$ cat config.mk
export PLATFORM = sky130hd
export DESIGN_NAME = video_mono_filter
export DESIGN_NICKNAME = d
export VERILOG_FILES = /design/src/rtl/video_mono_pkg.sv /design/src/rtl/mono_luma.sv /design/src/rtl/video_mono_filter.sv
export SDC_FILE = /design/constraint.sdc
export NUM_CORES = 1
export LEC_CHECK = 0
export CORE_MARGIN = 2
export CORE_UTILIZATION = 43
export CTS_CLUSTER_SIZE = 24
export DETAILED_ROUTE_END_ITERATION = 16
export PLACE_DENSITY = 0.71
export SLEW_MARGIN = 20
export SYNTH_ARGS = -nofsm -noshare
export SYNTH_HDL_FRONTEND = slang
export SYNTH_SLANG_ARGS = --single-unit
$ cat constraint.sdc
create_clock -name clk -period 12.2 [get_ports clk]
set_clock_uncertainty 0.15 [all_clocks]
set_input_delay 2.44 -clock clk [delete_from_list [all_inputs] [get_ports clk]]
set_output_delay 2.44 -clock clk [all_outputs]
set_load 0.03 [all_outputs]
$ cat src/rtl/video_mono_pkg.sv
// rtl/video_mono_pkg.sv - mode codes, luma weights and ordered-dither thresholds
package video_mono_pkg;

  typedef enum logic [2:0] {
    MODE_COLOUR  = 3'd0,
    MODE_GREEN   = 3'd1,
    MODE_AMBER   = 3'd2,
    MODE_WHITE   = 3'd3,
    MODE_CYAN    = 3'd4,
    MODE_INVGREY = 3'd5
  } mode_e;

  localparam int LUMA_WR    = 5;
  localparam int LUMA_WG    = 9;
  localparam int LUMA_WB    = 2;
  localparam int LUMA_SHIFT = 4;

  // 2x2 Bayer thresholds packed by index {ln_par, px_par}: 00->0, 01->2, 10->3, 11->1
  localparam logic [7:0] BAYER = 8'b01_11_10_00;

  function automatic logic [1:0] bayer_thr(input logic ln_par, input logic px_par);
    case ({ln_par, px_par})
      2'b00:   bayer_thr = BAYER[1:0];
      2'b01:   bayer_thr = BAYER[3:2];
      2'b10:   bayer_thr = BAYER[5:4];
      default: bayer_thr = BAYER[7:6];
    endcase
  endfunction

endpackage

$ cat src/rtl/mono_luma.sv
// rtl/mono_luma.sv - combinational luma (5R+9G+2B)>>4, optional 2x2 dither (VIDEO_MONO_DITHER_EN)
module mono_luma
  import video_mono_pkg::*;
#(
  parameter int CW = 3
) (
  input  logic [CW-1:0] r,
  input  logic [CW-1:0] g,
  input  logic [CW-1:0] b,
  input  logic          px_par,
  input  logic          ln_par,
  output logic [CW-1:0] y
);

  localparam int SW = CW + LUMA_SHIFT;

  logic [SW-1:0] s;
  logic [CW-1:0] y_trunc;

  assign s = SW'(LUMA_WR) * SW'(r) + SW'(LUMA_WG) * SW'(g) + SW'(LUMA_WB) * SW'(b);
  assign y_trunc = s[SW-1:LUMA_SHIFT];

`ifdef VIDEO_MONO_DITHER_EN
  logic [1:0] frac;
  logic [1:0] thr;
  logic       unused_bits;

  assign frac = s[LUMA_SHIFT-1:LUMA_SHIFT-2];
  assign thr  = bayer_thr(ln_par, px_par);
  // round up only when it cannot wrap past full scale
  assign y = ((frac > thr) && (y_trunc != {CW{1'b1}})) ? y_trunc + CW'(1) : y_trunc;
  assign unused_bits = ^s[LUMA_SHIFT-3:0];
`else
  logic unused_bits;

  assign y = y_trunc;
  assign unused_bits = ^{s[LUMA_SHIFT-1:0], px_par, ln_par};
`endif

endmodule

$ cat src/rtl/video_mono_filter.sv
// rtl/video_mono_filter.sv - two-stage RGB mono/palette post-processor, mode latched at vsync
// Optional ordered dither is built when VIDEO_MONO_DITHER_EN is defined.
module video_mono_filter
  import video_mono_pkg::*;
#(
  parameter int CW = 3
) (
  input  logic          clk,
  input  logic          rst,
  input  logic          pix_en,
  input  logic [2:0]    mode_req,
  input  logic [CW-1:0] ri,
  input  logic [CW-1:0] gi,
  input  logic [CW-1:0] bi,
  input  logic          hsync_n_i,
  input  logic          vsync_n_i,
  input  logic          csync_n_i,
  output logic [CW-1:0] ro,
  output logic [CW-1:0] go,
  output logic [CW-1:0] bo,
  output logic          hsync_n_o,
  output logic          vsync_n_o,
  output logic          csync_n_o,
  output logic [2:0]    active_mode
);

  localparam int AW = CW + 3;

  logic [CW-1:0] r1, g1, b1;
  logic          hs1, vs1, cs1;
  logic          vs_fall;
  logic          px_par, ln_par;
  logic [CW-1:0] y;
  logic [AW-1:0] y5;
  logic [CW-1:0] amber_g;
  logic [CW-1:0] mr, mg, mb;

  always_ff @(posedge clk or posedge rst) begin
    if (rst) begin
      r1  <= '0;
      g1  <= '0;
      b1  <= '0;
      hs1 <= 1'b1;
      vs1 <= 1'b1;
      cs1 <= 1'b1;
    end else begin
      r1  <= ri;
      g1  <= gi;
      b1  <= bi;
      hs1 <= hsync_n_i;
      vs1 <= vsync_n_i;
      cs1 <= csync_n_i;
    end
  end

  // Latching on the edge that loads the low vsync into stage 1 lets that sample leave with the new mode
  assign vs_fall = vs1 & ~vsync_n_i;

  always_ff @(posedge clk or posedge rst) begin
    if (rst) begin
      active_mode <= 3'd0;
    end else if (vs_fall) begin
      active_mode <= mode_req;
    end
  end

`ifdef VIDEO_MONO_DITHER_EN
  logic hs_fall;

  assign hs_fall = hs1 & ~hsync_n_i;

  always_ff @(posedge clk or posedge rst) begin
    if (rst) begin
      px_par <= 1'b0;
      ln_par <= 1'b0;
    end else if (vs_fall) begin
      px_par <= 1'b0;
      ln_par <= 1'b0;
    end else begin
      if (pix_en) begin
        px_par <= ~px_par;
      end
      if (hs_fall) begin
        ln_par <= ~ln_par;
      end
    end
  end
`else
  logic unused_ctl;

  assign px_par     = 1'b0;
  assign ln_par     = 1'b0;
  assign unused_ctl = pix_en;
`endif

  mono_luma #(
    .CW(CW)
  ) u_luma (
    .r      (r1),
    .g      (g1),
    .b      (b1),
    .px_par (px_par),
    .ln_par (ln_par),
    .y      (y)
  );

  assign y5      = AW'(y) * AW'(5);
  assign amber_g = y5[AW-1:3];

  always_comb begin
    mr = r1;
    mg = g1;
    mb = b1;
    case (mode_e'(active_mode))
      MODE_GREEN: begin
        mr = '0;
        mg = y;
        mb = '0;
      end
      MODE_AMBER: begin
        mr = y;
        mg = amber_g;
        mb = '0;
      end
      MODE_WHITE: begin
        mr = y;
        mg = y;
        mb = y;
      end
      MODE_CYAN: begin
        mr = '0;
        mg = y;
        mb = y;
      end
      MODE_INVGREY: begin
        mr = ~y;
        mg = ~y;
        mb = ~y;
      end
      default: begin
        mr = r1;
        mg = g1;
        mb = b1;
      end
    endcase
  end

  always_ff @(posedge clk or posedge rst) begin
    if (rst) begin
      ro        <= '0;
      go        <= '0;
      bo        <= '0;
      hsync_n_o <= 1'b1;
      vsync_n_o <= 1'b1;
      csync_n_o <= 1'b1;
    end else begin
      ro        <= mr;
      go        <= mg;
      bo        <= mb;
      hsync_n_o <= hs1;
      vsync_n_o <= vs1;
      csync_n_o <= cs1;
    end
  end

endmodule
==> run_1/met1.png <==
Bar = 20 um. Supply wires on this layer in grey.
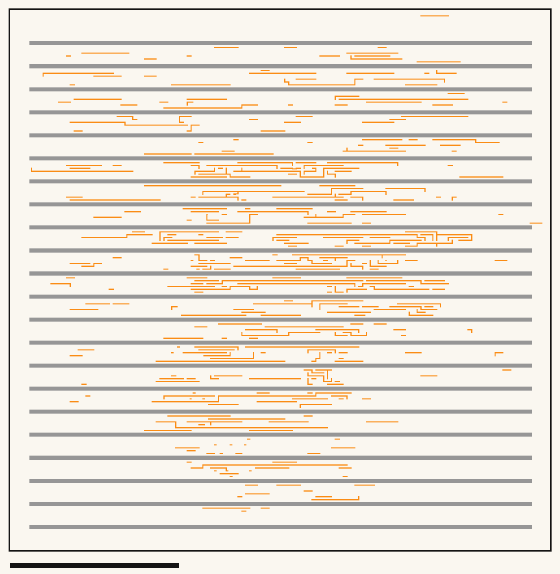
The longest straight run is 17.9 um. The layer carries 1210 um of wire. The wires run mostly horizontal. The layer holds 43% of the routed length.
Post-Route WL: 2.81 mm
met1 global-route usage: 18.2%
DR vias: 1085

==> run_1/met2.png <==
Bar = 20 um.
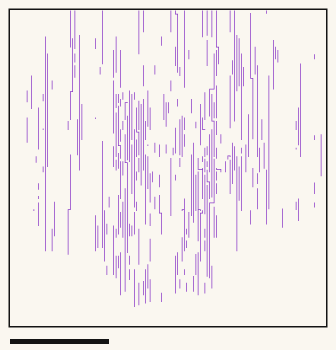
165 nets have wire on it. The wires run mostly vertical.

==> results.sh, run 1 <==
# physical design summary
export IMPL_die_w_um=63.8
export IMPL_portBuffers=31
export IMPL_final_antenna_net_count=0
export IMPL_rr_worst_depth=17
export IMPL_p_leak_nw=0.835
export IMPL_setup_tns_final_ns=0
export IMPL_io_pin_count=33
export IMPL_lay_top_cells="clkdlybuf4s50_1 (31), dfrtp_1 (21), ha_1 (14), inv_1 (13), nor2_1 (7)"
export IMPL_worstPathCellList="clkdlybuf4s50_1"
export IMPL_cp_max_fo=26
export IMPL_finalHoldViolCount=0
export IMPL_hold_path_class="register to register"
export IMPL_root_buffer="clkbuf_4"
export IMPL_area_delta_synth_final_pct=24.4
export IMPL_cp_num_cells=1
export IMPL_async_reset_ff_share_pct=100
export IMPL_ys_area_um2=1540
export IMPL_required_ns=9.61
export IMPL_grt_pass1_wl_mm=4.71
export IMPL_cts_repair_resized=0
export IMPL_finalClockPeriodUsage_pct=37.8
export IMPL_tightest_slew_ns=0.917
export IMPL_post_route_drc_count=0
export IMPL_post_dp_hpwl_mm=2.23
export IMPL_drv_cap=0
export IMPL_post_synth_top_count_cell="dfrtp_1"
export IMPL_top_cell_area_share_pct=34.2
export IMPL_period_needed_ns=4.61
export IMPL_post_cts_buffers=0
export IMPL_irDropWorstVdd_uv=116
export IMPL_place_ws_ns=7.72
export IMPL_rows=21
export IMPL_cts_inserted_buffers=3
export IMPL_max_slew_margin_pct=38.8
export IMPL_tool_warnings=27
export IMPL_grt_pass1_vias=1041
export IMPL_fp_util_pct=45.3
export IMPL_ctsHoldBuffers=0
export IMPL_crit_path_end="active_mode[1]"
export IMPL_dieHeight_um=63.8
export IMPL_worst_setup_path_start_kind="register"
export IMPL_power_mw=0.308
export IMPL_ctsHtreeMaxLevel=1
export IMPL_die_area_um2=4060
export IMPL_ys_cells=134
export IMPL_final_common_cell="clkdlybuf4s50_1"
export IMPL_slowest_delay_ns=0.89
export IMPL_antenna_found_initial=0
export IMPL_yosys_area_share_adder_pct=16.6
export IMPL_synth_area_per_cell_um2=11.5
export IMPL_tritoncts="done"
export IMPL_flop_cell="dfrtp_1"
export IMPL_syn_inst=134
export IMPL_core_area_um2=3390
export IMPL_hold_ws_ns=0.217
export IMPL_topCombFamilyByArea="adder cells"
export IMPL_fp_nets=170
export IMPL_startpoint="active_mode[1]"
export IMPL_via_per_inst=5.19
export IMPL_fmax_ghz=0.217
export IMPL_cts_sinks=27
export IMPL_whs_path_depth=0
export IMPL_syn_area_um2=1540
export IMPL_cpMaxStageDelayCell="dfrtp_1"
export IMPL_common_cells="dfrtp_1 (21), ha_1 (14), inv_1 (13)"
export IMPL_yosys_area_share_simple_pct=11.9
export IMPL_status="finished, final reports clean"
export IMPL_path_buffers=1
export IMPL_place_area_um2=1880
export IMPL_initialDrtViolationCount=43
export IMPL_synth_xor_area_share_pct=3.67
export IMPL_ys_warn_count=0
export IMPL_ys_types=38
export IMPL_final_nets=200
export IMPL_regToRegSetupSlack_ns=7.68
export IMPL_crit_arrival_ns=2.02
export IMPL_final_cell_area_um2=1910
export IMPL_worst_slack_ns=7.59
export IMPL_synth_seq_share_pct=44.5
export IMPL_end_kind="output pin"
export IMPL_grt_max_degree=28
export IMPL_finalSetupViolCount=0
export IMPL_hold_start="hs1"
export IMPL_drv_slew=0
export IMPL_path_delay_family="flip-flops"
export IMPL_top_area_cell="dfrtp_1"
export IMPL_rsz0062_at_grt="false"
export IMPL_powerDensity_nw_per_um2=161
export IMPL_top_cells_by_area="dfrtp_1 (34%), ha_1 (11%), dfstp_2 (10%)"
export IMPL_drive_above_1_share_pct=12.9
export IMPL_clk_latency_ns=0.32
export IMPL_synthAoiAreaFrac_pct=11.8
export IMPL_gp_congestion=0.806
export IMPL_place_inst=205
export IMPL_antennaDiodeCount=0
export IMPL_final_cells=209
export IMPL_ys_ff=27
export IMPL_crit_type="register to output pin"
export IMPL_synth_edff_count=0
export IMPL_hold_path_end="hsync_n_o"
export IMPL_ys_sh_mux_pct=6.36
export IMPL_cts_buffer_depth=2
export IMPL_rr_startpoint="r1[2]"
==> run_1/met3.png <==
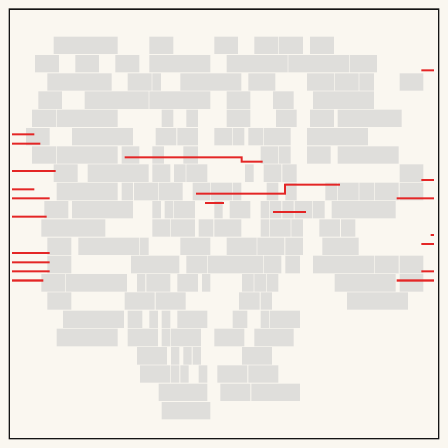
The layer carries 114 um of wire. The layer holds 4.1% of the routed length. 20 nets have wire on it.

==> run_1/final_congestion.png <==
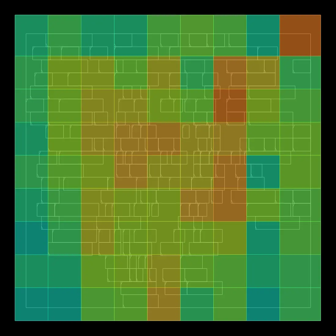
GRT Util Overall: 14.8%
Util after Layout: 56.3%
routed len/inst: 13.4 um
met3 Use GR: 3.17%
Most Crowded Layer GR: met2

run 1: report_power, final:
group / internal [mW] / switching, mW / total, mW
logic: 0.0705 / 0.0791 / 0.150
clock network: 0.0134 / 0.0259 / 0.0393
registers: 0.105 / 0.0143 / 0.119
total: 0.189 / 0.119 / 0.308
run 1: layout make-up:
type / instances / area [um^2]
inverters: 14 / 53.8
clock buffers: 3 / 22.5
clock inverters: 1 / 8.76
flip-flops and latches: 27 / 683
repair buffers: 31 / 310
well taps: 46 / 57.6
fillers: 293 / 1480
multi-input cells: 87 / 773
run 1: metal layers:
metal / GRT usage (%) / up-vias / part of all wire (%)
met2: 26.7 / 25 / 53
li1: - / 535 / -
met3: 3.17 / 2 / 4.1
met5: 0 / - / 0
met1: 18.2 / 523 / 43
met4: 3.26 / 0 / 0.21
==> run_1/clock_map.png <==
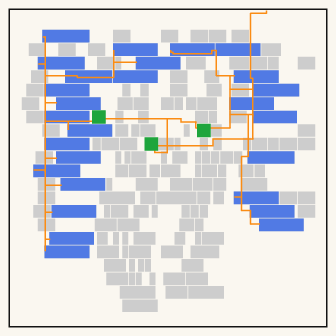

--- run 2 (diff from run 1) ---
==> constraint.sdc (replaced) <==
create_clock -name clk -period 4.4 [get_ports clk]
set_clock_uncertainty 0.15 [all_clocks]
set_input_delay 0.88 -clock clk [delete_from_list [all_inputs] [get_ports clk]]
set_output_delay 0.88 -clock clk [all_outputs]
set_load 0.03 [all_outputs]
==> run_2/clock_map.png <==
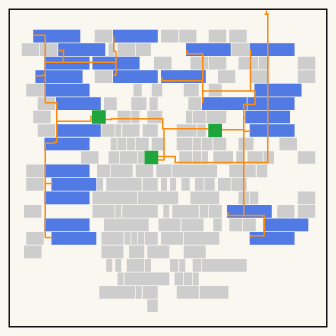
Green is cells driving clock nets, count 3. Blue is flip-flops, count 27. Orange is clock wires, length 272 um.
There are 4 routed clock nets.

==> run 2 against run 1 <==
Net effect:
- sequential power went up to 2.8 times the previous value
- non-clock buffer count is 8 higher
- cell area is 7.1% higher
- critical path depth is 16 higher
- sequential share of layout area is 2.4 points lower
- synthesized area stayed put
- clock power went up to 2.7 times the previous value
- hold slack hardly changed
- flip-flop count stayed put
- global-route usage is 1.1 points higher
- via count is 5.1% higher
- utilization is 4.0 points higher
- largest cell class unchanged
==> results.sh, run 2 <==
# physical design summary
export IMPL_status="finished, final reports clean"
export IMPL_finalClockPeriodUsage_pct=96.1
export IMPL_drive_above_1_share_pct=22.2
export IMPL_io_pin_count=33
export IMPL_flop_cell="dfrtp_1"
export IMPL_clk_latency_ns=0.32
export IMPL_seq_share_pct=33.4
export IMPL_core_area_um2=3390
export IMPL_p_comb_mw=0.482
export IMPL_nonClkBufAreaFrac_pct=18.1
export IMPL_ctsHoldBuffers=0
export IMPL_dieHeight_um=63.8
export IMPL_top_area_cell_class="combinational gates"
export IMPL_antenna_found_initial=0
export IMPL_fp_nets=170
export IMPL_final_nets=208
export IMPL_gp_congestion=0.805
export IMPL_synth_xor_area_share_pct=3.67
export IMPL_irDropWorstVdd_uv=195
export IMPL_final_cell_area_um2=2040
export IMPL_cp_max_fo=2
export IMPL_wl_per_cell_um=14.1
export IMPL_p_seq_mw=0.331
export IMPL_cts_inserted_buffers=3
export IMPL_top_cell_area_share_pct=34.2
export IMPL_final_antenna_net_count=0
export IMPL_common_cells="dfrtp_1 (21), ha_1 (14), inv_1 (13)"
export IMPL_die_area_um2=4060
export IMPL_power_mw=0.917
export IMPL_required_ns=4.47
export IMPL_tool_warnings=28
export IMPL_die_w_um=63.8
export IMPL_rows=21
export IMPL_path_buffers=3
export IMPL_top_power_group="combinational cells"
export IMPL_powerDensity_nw_per_um2=449
export IMPL_cts_buffer_depth=2
export IMPL_synthAoiAreaFrac_pct=11.8
export IMPL_ff_count=27
export IMPL_crit_type="register to register"
export IMPL_num_multi_input_gates=87
export IMPL_ys_sh_mux_pct=6.36
export IMPL_ys_area_um2=1540
export IMPL_place_ws_ns=0.0693
export IMPL_hold_ws_ns=0.216
export IMPL_post_dp_hpwl_mm=2.30
export IMPL_ys_warn_count=0
export IMPL_ys_types=38
export IMPL_grt_usage_pct=15.9
export IMPL_p_leak_nw=0.868
export IMPL_final_cells=217
export IMPL_period_needed_ns=4.23
export IMPL_tightest_slew_ns=0.861
export IMPL_via_per_inst=5.25
export IMPL_setup_tns_final_ns=0
export IMPL_ctsHtreeMaxLevel=1
export IMPL_clkPwrFrac_pct=11.4
export IMPL_max_slew_margin_pct=42.2
export IMPL_top_area_cell="dfrtp_1"
export IMPL_grt_max_degree=28
export IMPL_antennaDiodeCount=0
export IMPL_synth_area_per_cell_um2=11.5
export IMPL_finalCoreUtilization_pct=60.3
export IMPL_post_cts_buffers=0
export IMPL_flop_area_um2=683
export IMPL_ys_cells=134
export IMPL_top_cells_by_area="dfrtp_1 (34%), ha_1 (11%), dfstp_2 (10%)"
export IMPL_cpMaxStageDelayCell="fa_1"
export IMPL_root_buffer="clkbuf_4"
export IMPL_path_delay_family="adder cells"
export IMPL_rr_worst_depth=17
export IMPL_worst_setup_path_start_kind="register"
export IMPL_p_sw_mw=0.351
export IMPL_finalSetupViolCount=0
export IMPL_hold_path_end="hsync_n_o"
export IMPL_rr_startpoint="r1[0]"
export IMPL_cts_sinks=27
export IMPL_hold_path_class="register to register"
export IMPL_fmax_ghz=0.237
export IMPL_post_route_drc_count=0
export IMPL_end_kind="register"
export IMPL_topCombFamilyByArea="adder cells"
export IMPL_pg_clk_mw=0.105
export IMPL_comb_cell_share_pct=41.6
export IMPL_tritoncts="done"
export IMPL_inverters=14
export IMPL_yosys_area_share_simple_pct=11.9
export IMPL_nClkBuffers=3
export IMPL_finalHoldViolCount=0
export IMPL_syn_inst=134
export IMPL_fp_util_pct=45.3
export IMPL_rsz0062_at_grt="true"
export IMPL_synth_edff_count=0
export IMPL_synth_seq_share_pct=44.5
==> run_2/met2.png <==
Bar = 20 um.
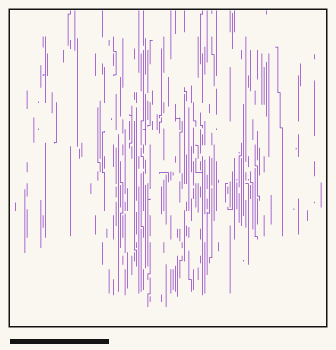
DR vias: 1140
Post-Route WL: 3.05 mm
routing usage on met2: 28.9%

==> run 2: netlist changes by cell type in the layout (fill, tap and decap cells not counted), sizes merged <==
cell / delta
buf: +8
inv: -2
clkinv: +1
clkinvlp: +1
==> run 2: worst max-delay path by stage <==
stage / from / endpoint / slack, ns / cells after the start
2_1_floorplan: r1[0] / go[1] / 0.21 / 17
3_3_place_gp: r1[0] / go[1] / 0.14 / 17
3_5_place_dp: r1[0] / go[1] / 0.07 / 17
4_1_cts: r1[0] / go[1] / 0.05 / 17
5_1_grt: r1[0] / go[1] / -0.06 / 17
6_report: r1[0] / go[1] / 0.17 / 17
==> run 2: layer usage <==
layer	part of all wire (%)	track usage, %
met1	40	18.6
met2	54	28.9
met3	4.1	3.52
met4	1.7	4.89
met5	0	0
--- run 3 (diff from run 2) ---
--- a/config.mk
+++ b/config.mk
@@ -5,8 +5,10 @@
 export SDC_FILE = /design/constraint.sdc
 export NUM_CORES = 1
 export LEC_CHECK = 0
+export ABC_CLOCK_PERIOD_IN_PS = 4400
 export CORE_MARGIN = 2
 export CORE_UTILIZATION = 43
+export CTS_CLUSTER_DIAMETER = 30
 export CTS_CLUSTER_SIZE = 24
 export DETAILED_ROUTE_END_ITERATION = 16
 export PLACE_DENSITY = 0.71
==> run_3/final_congestion.png <==
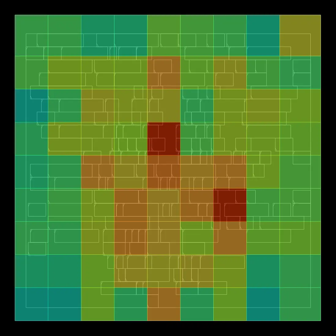
GRT Util Overall: 15.9%
met3 Use GR: 3.52%
routed len/inst: 14.1 um

==> run 3 against run 2 <==
Net effect:
- clock-buffer cell count unchanged
- sequential share of layout area stayed put
- synthesized cell count unchanged
- register-to-register slack hardly changed
- first-iteration DRC count did not move
- critical path depth did not move
- worst setup slack is the same
==> results.sh, run 3 <==
# physical design summary
export IMPL_status="finished, final reports clean"
export IMPL_power_mw=0.917
export IMPL_fmax_ghz=0.237
export IMPL_place_area_um2=1930
export IMPL_tritoncts="done"
export IMPL_grt_max_degree=28
export IMPL_slowest_delay_ns=0.51
export IMPL_regToRegSetupSlack_ns=0.17
export IMPL_antenna_found_initial=0
export IMPL_cts_buffer_depth=2
export IMPL_drv_cap=0
export IMPL_totalWireLength_mm=3.05
export IMPL_ys_sh_mux_pct=6.36
export IMPL_fp_nets=170
export IMPL_synth_edff_count=0
export IMPL_ys_ff=27
export IMPL_final_common_cell="clkdlybuf4s50_1"
export IMPL_portBuffers=31
export IMPL_tightest_slew_ns=0.861
export IMPL_num_vias=1140
export IMPL_finalCoreUtilization_pct=60.3
export IMPL_synthAoiAreaFrac_pct=11.8
export IMPL_p_leak_nw=0.868
export IMPL_clkCellAreaFrac_pct=1.47
export IMPL_final_antenna_net_count=0
export IMPL_clk_latency_ns=0.32
export IMPL_worst_setup_path_start_kind="register"
export IMPL_io_pin_count=33
export IMPL_final_cell_area_um2=2040
export IMPL_path_buffers=3
export IMPL_top_area_cell="dfrtp_1"
export IMPL_top_cell_area_share_pct=34.2
export IMPL_grtUsageMet2_pct=28.9
export IMPL_crit_arrival_ns=4.30
export IMPL_ctsHtreeMaxLevel=1
export IMPL_drv_slew=0
export IMPL_use_met1_pct=18.6
export IMPL_async_reset_ff_share_pct=100
export IMPL_crit_type="register to register"
export IMPL_final_nets=208
export IMPL_syn_area_um2=1540
export IMPL_m1WireLength_mm=1.23
export IMPL_yosys_area_share_adder_pct=16.6
export IMPL_rows=21
export IMPL_worst_slack_ns=0.173
export IMPL_common_cells="dfrtp_1 (21), ha_1 (14), inv_1 (13)"
export IMPL_required_ns=4.47
export IMPL_root_buffer="clkbuf_4"
export IMPL_hold_ws_ns=0.216
export IMPL_routed_wl_met3_um=125
export IMPL_ys_types=38
export IMPL_finalSetupViolCount=0
export IMPL_finalHoldViolCount=0
export IMPL_die_area_um2=4060
export IMPL_hold_path_class="register to register"
export IMPL_setup_tns_final_ns=0
export IMPL_via_per_inst=5.25
export IMPL_syn_inst=134
export IMPL_top_area_cell_class="combinational gates"
export IMPL_comb_cell_share_pct=41.6
export IMPL_die_w_um=63.8
export IMPL_synth_seq_share_pct=44.5
export IMPL_seq_share_pct=33.4
export IMPL_route_met2_wl_mm=1.65
export IMPL_irDropWorstVdd_uv=195
export IMPL_path_delay_family="adder cells"
export IMPL_drive_above_1_share_pct=22.2
export IMPL_end_kind="register"
export IMPL_powerDensity_nw_per_um2=449
export IMPL_nClkBuffers=3
export IMPL_inverters=14
export IMPL_lay_top_cells="clkdlybuf4s50_1 (31), dfrtp_1 (21), inv_1 (10), ha_1 (9), buf_4 (8)"
==> run_3/clock_map.png <==
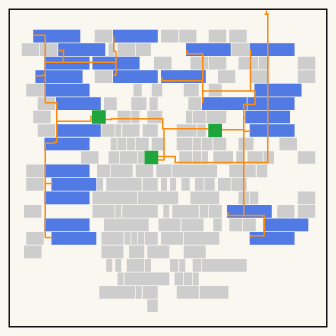
Blue is flip-flops, count 27. Green is cells driving clock nets, count 3. Orange is clock wires, length 272 um.
There are 4 routed clock nets.

-- run 3: cell counts in the layout (fill, tap and decap cells not counted) --
No cell type changed its count.
-- run 3: path summary, 6_finish.rpt --
check,cells after the start,start,to
max in group asynchronous,2,rst,g1[2]
max,17,r1[0],go[1]
max reg2reg,17,r1[0],go[1]
min reg2reg,0,hs1,hsync_n_o
min in group asynchronous,2,rst,ro[1]
min,0,hs1,hsync_n_o
-- run 3: repair_timing --
item	in CTS	in global routing
endpoints found under the setup margin	0	3
gates resized	0	12
hold buffers	0	0
buffers inserted	0	1
-- run 3: power by group --
group	total (mW)	internal, mW	switching, mW	leakage, nW
logic	0.482	0.240	0.242	0.544
registers	0.331	0.291	0.0395	0.311
clock network	0.105	0.0348	0.0699	0.0139
total	0.917	0.566	0.351	0.868
Power figures rest on the tool's default switching activity, not on a simulated workload.
